--- src/rtl/regfile_mp.sv ---
// Multi-port integer register file with a fixed-priority dual write port,
// optional same-cycle write-to-read bypass, and a per-register pending scoreboard.
module regfile_mp #(
  parameter int XLEN   = 32,
  parameter int NREG   = 32,
  parameter int NRD    = 2,
  parameter int BYPASS = 1
) (
  input  logic                       clk,
  input  logic                       rst,
  input  logic [NRD*$clog2(NREG)-1:0] ra,
  output logic [NRD*XLEN-1:0]        rd,
  output logic [NRD-1:0]             rd_rdy,
  input  logic                       we0,
  input  logic                       we1,
  input  logic [$clog2(NREG)-1:0]    wa0,
  input  logic [$clog2(NREG)-1:0]    wa1,
  input  logic [XLEN-1:0]            wd0,
  input  logic [XLEN-1:0]            wd1,
  input  logic                       alloc_en,
  input  logic [$clog2(NREG)-1:0]    alloc_a,
  output logic [$clog2(NREG):0]      pend_cnt
);
  localparam int AW = $clog2(NREG);

  logic [XLEN-1:0] mem [NREG];
  logic [NREG-1:0] pending;
  logic [NREG-1:0] pending_nxt;

  function automatic logic [AW:0] popcount(input logic [NREG-1:0] v);
    logic [AW:0] c;
    c = '0;
    for (int r = 0; r < NREG; r++) c = c + {{AW{1'b0}}, v[r]};
    return c;
  endfunction

  // A new producer supersedes one retiring in the same cycle, so alloc wins over clear.
  always_comb begin
    pending_nxt = pending;
    for (int r = 1; r < NREG; r++) begin
      if (alloc_en && alloc_a == AW'(r))
        pending_nxt[r] = 1'b1;
      else if ((we0 && wa0 == AW'(r)) || (we1 && wa1 == AW'(r)))
        pending_nxt[r] = 1'b0;
    end
    pending_nxt[0] = 1'b0;
  end

  always_ff @(posedge clk) begin
    if (rst) begin
      for (int r = 0; r < NREG; r++) mem[r] <= '0;
      pending  <= '0;
      pend_cnt <= '0;
    end else begin
      // Port 1 is assigned last so it wins an address collision.
      if (we0 && wa0 != '0) mem[wa0] <= wd0;
      if (we1 && wa1 != '0) mem[wa1] <= wd1;
      pending  <= pending_nxt;
      pend_cnt <= popcount(pending_nxt);
    end
  end

  for (genvar i = 0; i < NRD; i++) begin : g_rd
    logic [AW-1:0] a;
    logic          hit0;
    logic          hit1;
    assign a    = ra[i*AW +: AW];
    assign hit1 = (BYPASS != 0) && we1 && (wa1 == a);
    assign hit0 = (BYPASS != 0) && we0 && (wa0 == a);
    assign rd[i*XLEN +: XLEN] = (a == '0) ? '0 :
                                hit1 ? wd1 :
                                hit0 ? wd0 : mem[a];
    assign rd_rdy[i] = (a == '0) || !pending[a] || hit1 || hit0;
  end
endmodule

--- config.mk ---
export PLATFORM = sky130hd
export DESIGN_NAME = regfile_mp
export DESIGN_NICKNAME = d
export VERILOG_FILES = /design/src/rtl/regfile_mp.sv
export SDC_FILE = /design/constraint.sdc
export NUM_CORES = 2
export LEC_CHECK = 0
export ABC_AREA = 1
export CORE_ASPECT_RATIO = 0.7
export CORE_MARGIN = 3
export CORE_UTILIZATION = 32
export CTS_CLUSTER_SIZE = 30
export DETAILED_ROUTE_END_ITERATION = 10
export PLACE_DENSITY_LB_ADDON = 0.08
export SKIP_CTS_REPAIR_TIMING = 1
export SLEW_MARGIN = 20
export SYNTH_ARGS = -nofsm -noshare
export SYNTH_HDL_FRONTEND = slang
export SYNTH_SLANG_ARGS = --single-unit
--- constraint.sdc ---
create_clock -name clk -period 11.1 [get_ports clk]
set_clock_uncertainty 0.2 [all_clocks]
set_input_delay 1.11 -clock clk [delete_from_list [all_inputs] [get_ports clk]]
set_output_delay 1.11 -clock clk [all_outputs]
set_load 0.1 [all_outputs]
### Floorplan with the power grid

Bar = 200 um. Pins as bars on the die edge. Tap cells in gray.
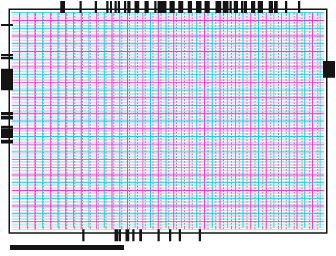
| color | net |
|---|---|
| cyan | VDD |
| magenta | VSS |
tap cells: 2769
met5 straps: 28
met4 straps: 40
signal pins: 166
met1 rails: 141
chip height: 391 um
width of the die: 556 um

### Cell classes on the final placement

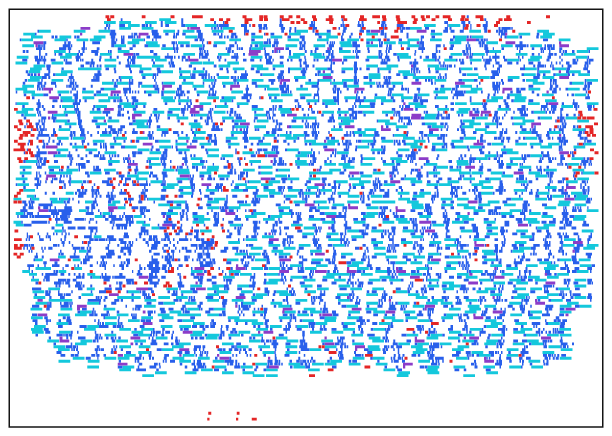
| color | class | cells |
|---|---|---|
| red | remaining buffers and delay cells | 371 |
| cyan | registers | 1061 |
| blue | remaining logic cells | 6526 |
| purple | clock drivers and dummy loads | 224 |
total number of placement rows: 140
flop share of the area: 0.420
Util after Layout: 0.358
Core Region: 0.209 sq mm
final standard cell area without fillers: 0.0749 sq mm

### Clock wires, drivers and flops

Bar = 200 um.
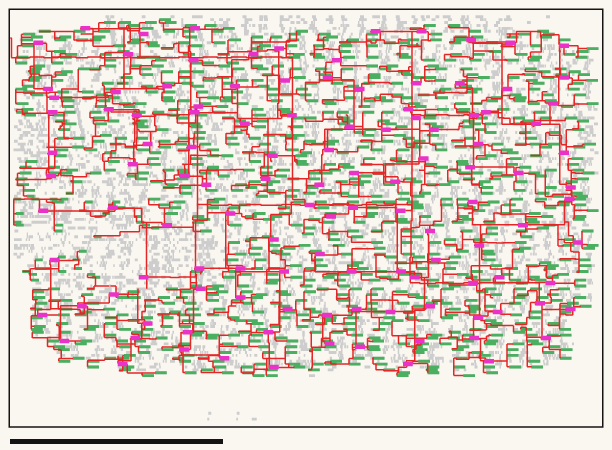
[green] flip-flops | count: 1061
[red] clock wires | length: 17900 um
[magenta] clock-net drivers | count: 119
routed clock nets: 120
later-pin clock latency in the skew report: 770 ps
reported clock group power: 0.00400 W
fraction of power consumed by the clock network: 0.369

==> out/qor.csv <==
metric,value,unit
drtIter0Drc,11200,
hold_viol_final,0,
seq_area_frac_synth,0.464,
ios,166,
worst_ep_arrival_time,8030,ps
cts_tree,built,
wire_length_of_the_first_global_routing_pass,508000,um
placed_cell_area,0.0712,sq mm
final-seq-area,0.0315,sq mm
inv_count,185,
synth.top_cell.area_share,0.453,
final-nonclk-buf-share,0.0439,
finalWeightedCongestion,0.915,
route.detailed.vias_per_inst,6.26,
finish.cell_count_without_fillers,11000,
logic_family,simple AND/OR/NAND/NOR gates,
timing.critical_path.max_delay_family,adder cells,
simple_gate_area_frac,0.285,
clock_buffer_count,152,
initial_core_util,0.324,
fmax,132,MHz
xor_share,0.000129,
path_class,in -> reg,
firstDrtPassIters,7,
area_growth,10.5,%
worst-path-max-fanout,34,
mostFrequentLayoutCell,nand2_1,
power.density,145,mW/mm^2
stage_log_warnings,48,
run_status,"finished, final reports clean",
r2r-start,pending[28]$_SDFF_PP0_,
## worst paths after layout
kind	endpoint	slack, ps	cells past startpoint
max	pend_cnt[4]$_SDFF_PP0_	3510	24
min reg2reg	pending[19]$_SDFF_PP0_	330	2
min	pending[19]$_SDFF_PP0_	330	2
max reg2reg	pend_cnt[4]$_SDFF_PP0_	5480	19
## flip-flops by register name (all words and copies together) (netlist names)
register	cells
mem	1024
pend_cnt	6
pending	31
## power by group
| group | internal (W) | leakage, nW | switching [W] |
|---|---|---|---|
| clock network | 0.00213 | 1.84 | 0.00187 |
| logic | 0.000463 | 15.8 | 0.00162 |
| registers | 0.00463 | 10.1 | 0.000124 |
## per-layer routing
metal | global-route usage | routed length [um] | part of all wire | up-vias
met5 | 0 | 27 | 0.000073 | -
met4 | 0.147 | 18300 | 0.050 | 4
met3 | 0.0770 | 42100 | 0.11 | 876
met2 | 0.483 | 157000 | 0.43 | 4893
met1 | 0.447 | 151000 | 0.41 | 33900
li1 | - | - | - | 28900
## synth_stat cells (4+ instances only)
master / count
a21oi_1: 418
a22oi_1: 6
a32oi_1: 7
buf_1: 67
buf_2: 274
buf_4: 5
buf_6: 31
clkbuf_1: 485
clkinv_1: 29
dfxtp_1: 37
edfxtp_1: 1024
fa_1: 23
ha_1: 7
inv_1: 123
inv_2: 31
nand2_1: 2671
nand2_2: 10
nand2_4: 20
nand3_1: 1331
nand3b_1: 12
nor2_1: 470
nor2_2: 18
nor3_1: 6
nor3_4: 11
nor4_2: 4
o211ai_1: 45
o21ai_0: 396
o21ai_1: 13
o22ai_1: 415
o22ai_2: 300
o311ai_0: 4
o32ai_1: 101
No activity file was given, so power comes from the tool's default toggle rates.
